[config.mk]
export PLATFORM = sky130hd
export DESIGN_NAME = rf_write_arbiter
export DESIGN_NICKNAME = d
export VERILOG_FILES = /design/src/rtl/rf_write_arbiter.sv
export SDC_FILE = /design/constraint.sdc
export NUM_CORES = 1
export LEC_CHECK = 0
export ABC_CLOCK_PERIOD_IN_PS = 3900
export CAP_MARGIN = 10
export CELL_PAD_IN_SITES_DETAIL_PLACEMENT = 1
export CELL_PAD_IN_SITES_GLOBAL_PLACEMENT = 2
export CORE_ASPECT_RATIO = 0.9
export CORE_MARGIN = 2
export CORE_UTILIZATION = 30
export CTS_BUF_LIST = sky130_fd_sc_hd__clkbuf_4 sky130_fd_sc_hd__clkbuf_8 sky130_fd_sc_hd__clkbuf_16
export DETAILED_ROUTE_END_ITERATION = 16
export PLACE_DENSITY = 0.71
export SLEW_MARGIN = 25
export SYNTH_ARGS = -nofsm -noshare
export SYNTH_HDL_FRONTEND = slang
export SYNTH_SLANG_ARGS = --single-unit
export TNS_END_PERCENT = 20
[constraint.sdc]
create_clock -name clk -period 3.9 [get_ports clk]
set_clock_uncertainty 0.2 [all_clocks]
set_input_delay 0.78 -clock clk [delete_from_list [all_inputs] [get_ports clk]]
set_output_delay 0.78 -clock clk [all_outputs]
set_load 0.005 [all_outputs]
[src/rtl/rf_write_arbiter.sv]
// Two-requester register-file write arbiter: per-requester FIFOs, round-robin grant, one write per cycle.
// An entry reaches DstReg/DstData the cycle after it is accepted; ready depends only on FIFO occupancy.
module rf_write_arbiter #(
  parameter int DEPTH = 2
) (
  input  logic        clk,
  input  logic        rst,
  input  logic        a_valid,
  input  logic [3:0]  a_reg,
  input  logic [15:0] a_data,
  output logic        a_ready,
  input  logic        b_valid,
  input  logic [3:0]  b_reg,
  input  logic [15:0] b_data,
  output logic        b_ready,
  output logic        WriteReg,
  output logic [3:0]  DstReg,
  output logic [15:0] DstData,
  output logic [15:0] busy_mask,
  output logic [15:0] conflict_cnt
);
  localparam int PW = $clog2(DEPTH);
  localparam int CW = $clog2(DEPTH + 1);
  localparam logic GRANT_A = 1'b0;
  localparam logic GRANT_B = 1'b1;

  // Index 0 is requester A (ALU), index 1 is requester B (memory).
  logic [3:0]       regMem   [2][DEPTH];
  logic [15:0]      dataMem  [2][DEPTH];
  logic [DEPTH-1:0] occupied [2];
  logic [PW-1:0]    wrPtr    [2];
  logic [PW-1:0]    rdPtr    [2];
  logic [CW-1:0]    count    [2];
  logic             lastGrant;
  logic [15:0]      conflictCnt;

  logic [1:0]  inValid;
  logic [1:0]  ready;
  logic [1:0]  push;
  logic [1:0]  pop;
  logic [1:0]  nonEmpty;
  logic [3:0]  inReg  [2];
  logic [15:0] inData [2];
  logic        grantB;

  function automatic logic [PW-1:0] nextPtr(input logic [PW-1:0] p);
    return (p == PW'(DEPTH - 1)) ? '0 : p + PW'(1);
  endfunction

  assign inValid   = {b_valid, a_valid};
  assign inReg[0]  = a_reg;
  assign inReg[1]  = b_reg;
  assign inData[0] = a_data;
  assign inData[1] = b_data;

  assign a_ready      = ready[0];
  assign b_ready      = ready[1];
  assign conflict_cnt = conflictCnt;

  always_comb begin
    ready    = '0;
    nonEmpty = '0;
    push     = '0;
    for (int r = 0; r < 2; r++) begin
      ready[r]    = (count[r] < CW'(DEPTH));
      nonEmpty[r] = (count[r] != '0);
      push[r]     = inValid[r] && ready[r];
    end
  end

  // B wins only when A is empty or A took the previous grant.
  always_comb begin
    grantB   = nonEmpty[1] && (!nonEmpty[0] || lastGrant == GRANT_A);
    pop      = {grantB, nonEmpty[0] && !grantB};
    WriteReg = |nonEmpty;
    DstReg   = '0;
    DstData  = '0;
    if (grantB) begin
      DstReg  = regMem[1][rdPtr[1]];
      DstData = dataMem[1][rdPtr[1]];
    end else if (nonEmpty[0]) begin
      DstReg  = regMem[0][rdPtr[0]];
      DstData = dataMem[0][rdPtr[0]];
    end
  end

  always_comb begin
    busy_mask = '0;
    for (int r = 0; r < 2; r++) begin
      for (int i = 0; i < DEPTH; i++) begin
        if (occupied[r][i]) busy_mask[regMem[r][i]] = 1'b1;
      end
    end
  end

  always_ff @(posedge clk) begin
    if (rst) begin
      for (int r = 0; r < 2; r++) begin
        wrPtr[r]    <= '0;
        rdPtr[r]    <= '0;
        count[r]    <= '0;
        occupied[r] <= '0;
      end
      lastGrant   <= GRANT_B;
      conflictCnt <= '0;
    end else begin
      for (int r = 0; r < 2; r++) begin
        if (push[r]) wrPtr[r] <= nextPtr(wrPtr[r]);
        if (pop[r])  rdPtr[r] <= nextPtr(rdPtr[r]);
        count[r]    <= count[r] + CW'(push[r]) - CW'(pop[r]);
        occupied[r] <= (occupied[r] & ~(DEPTH'(pop[r]) << rdPtr[r]))
                     | (DEPTH'(push[r]) << wrPtr[r]);
      end
      if (|pop) lastGrant <= pop[1] ? GRANT_B : GRANT_A;
      if (&nonEmpty && conflictCnt != 16'hFFFF) conflictCnt <= conflictCnt + 16'd1;
    end
  end

  // Storage needs no reset: occupancy gates every use of it.
  always_ff @(posedge clk) begin
    for (int r = 0; r < 2; r++) begin
      if (push[r]) begin
        regMem[r][wrPtr[r]]  <= inReg[r];
        dataMem[r][wrPtr[r]] <= inData[r];
      end
    end
  end

endmodule

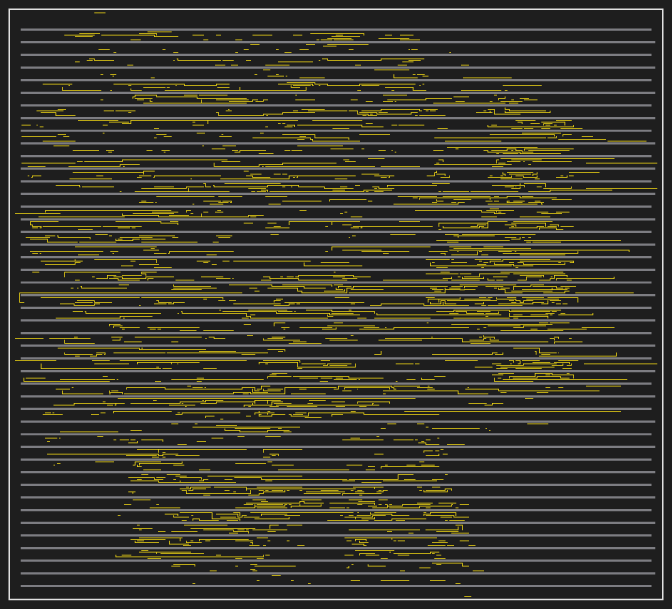
met1.png
Supply wires on this layer in grey.
wire length on this layer: 6470 um
main direction: horizontal
share of all routed wire: 46%
nets with wire on the layer: 506
total routed wirelength: 14.2 mm
number of vias after detailed routing: 3823
GR met1 Demand/Resource: 21.7%

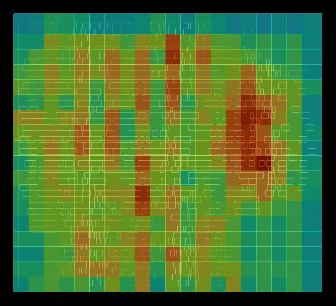
final_congestion.png
post-DR wirelength/cell: 19.6 um
post-route core utilization: 40.3%
M2 GR Usage: 26.7%
All-Layer GR Usage: 16.3%
most used routing layer: met2

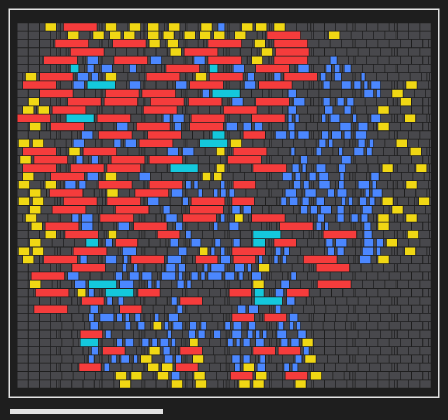
cell_classes.png
Bar = 50 um. Fill, decap, tap and diode cells in grey.
[cyan] clock drivers and dummy loads | cells: 16 | share of their area: 4.8%
[yellow] other buffers and delay cells | cells: 108 | share of their area: 17%
[blue] all other logic | cells: 283 | share of their area: 30%
[red] flip-flops | cells: 109 | share of their area: 48%
number of cell rows: 44
core box area: 16200 um^2
Finished Cell Area: 6540 um^2

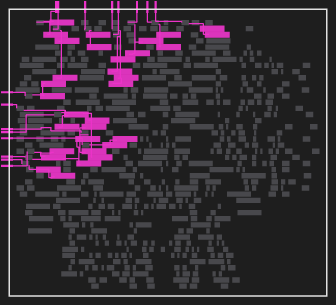
port_nets.png
[magenta] a_data | bits: 16 | direction: input | end cells: 32 | buffers: 16 | wire: 534 um
number of input and output port buffers inserted: 98
I/O pin count: 99

==> PnR_summary.wiki <==
== Flow metrics ==
{| class="wikitable"
! Metric !! Value
|-
| Outcome || finished clean
|-
| Power in the clock group || 907 uW
|-
| Clock tree buffer count of the final layout || 9
|-
| Path category of the worst min-delay check || flop to flop
|-
| Pin count of the biggest net entering global routing || 27
|-
| Non-clock inverter count in the final layout || 18
|-
| Post-synthesis area per instance || 12.1 um^2
|-
| Diodes inserted || 0
|-
| Flop share of the area || 46.2%
|-
| Setup repair after global routing missed its margin || no
|-
| Switching Share || 32.9%
|-
| Most common library cell in the layout ignoring fill and taps || sky130_fd_sc_hd__clkdlybuf4s50_1
|-
| Maximum count of clock buffers along a single path || 2
|-
| Tool warnings || 26
|-
| Worst hold stages || 2
|-
| Nonclk buf count || 108
|-
| Dominant logic cell types in the final layout || 98 x sky130_fd_sc_hd__clkdlybuf4s50_1, 84 x sky130_fd_sc_hd__edfxtp_1, 40 x sky130_fd_sc_hd__mux2i_1, 25 x sky130_fd_sc_hd__dfxtp_1, 21 x sky130_fd_sc_hd__o22ai_1
|-
| Final number of max-transition violations || 0
|-
| Cell count after synthesis || 414
|-
| Area fraction in compound gates || 13.3%
|-
| Final setup violating endpoints || 0
|-
| Clock group share of total power || 23.4%
|-
| Post-CTS setup repair buffer count || 0
|-
| Xor and xnor area share after synthesis || 0.699%
|-
| Final standard cell count with taps included and fillers excluded || 723
|-
| Simple-gate share of the synthesized area || 13.1%
|-
| Leakage || 0.00218 uW
|-
| Chip area in the Yosys report || 5010 um^2
|-
| Power of the sequential group || 1570 uW
|-
| Sum of internal, switching and leakage power || 3870 uW
|-
| Post-synthesis to final-layout area growth || 30.6%
|-
| Worst path required time || 2.92 ns
|-
| Count of sequential standard cells || 109
|-
| Main logic family after synthesis || AND-OR/OR-AND gates
|-
| Worst Path Max Fanout || 16
|-
| Crit path buffers/inverters || 2
|-
| Synth Net Count || 463
|-
| Fraction of final layout cells with drive strength greater than 1 || 7.36%
|-
| Pwr top || registers
|-
| Data-path buffer share of cell area in the final layout || 16.1%
|-
| Placement Cell Area || 6240 um^2
|-
| Startpoint of the lowest-slack register-to-register path || count[0][3]
|-
| Total number of multi-input combinational cells || 265
|-
| Total stage count of the critical path || 4
|-
| Setup TNS Final || 0 ns
|-
| Cell family with most CP delay || buffers and inverters
|-
| Cell Pwr Density || 591 nW/um^2
|-
| Violation tally from detailed-route iteration zero || 151
|-
| Root buf cell || sky130_fd_sc_hd__clkbuf_16
|-
| Worst slew pin tran || 0.992 ns
|-
| Cts bufs inserted || 9
|-
| Worst setup timing slack at the placement stage || 0.958 ns
|-
| Worst Hold Path EP || conflict_cnt[14]
|-
| HPWL after detailed placement || 10.3 mm
|-
| Yosys warnings || 0
|-
| Final hold viol count || 0
|-
| Final-layout fill cell count || 1729
|-
| Endpoint of the worst setup timing path || DstData[10]
|-
| Late-Pin Clk Latency || 0.34 ns
|-
| Number of antenna violations at the first check in global routing || 0
|-
| Tightest hold margin || 0.309 ns
|-
| Final Cycle Share || 84.8%
|-
| # nets final || 560
|-
| Leading cell types by count after synthesis || 84 x sky130_fd_sc_hd__edfxtp_1, 40 x sky130_fd_sc_hd__mux2i_1, 25 x sky130_fd_sc_hd__dfxtp_1
|-
| Number of global-route vias before repair || 4018
|}
Power figures rest on the tool's default switching activity, not on a simulated workload.
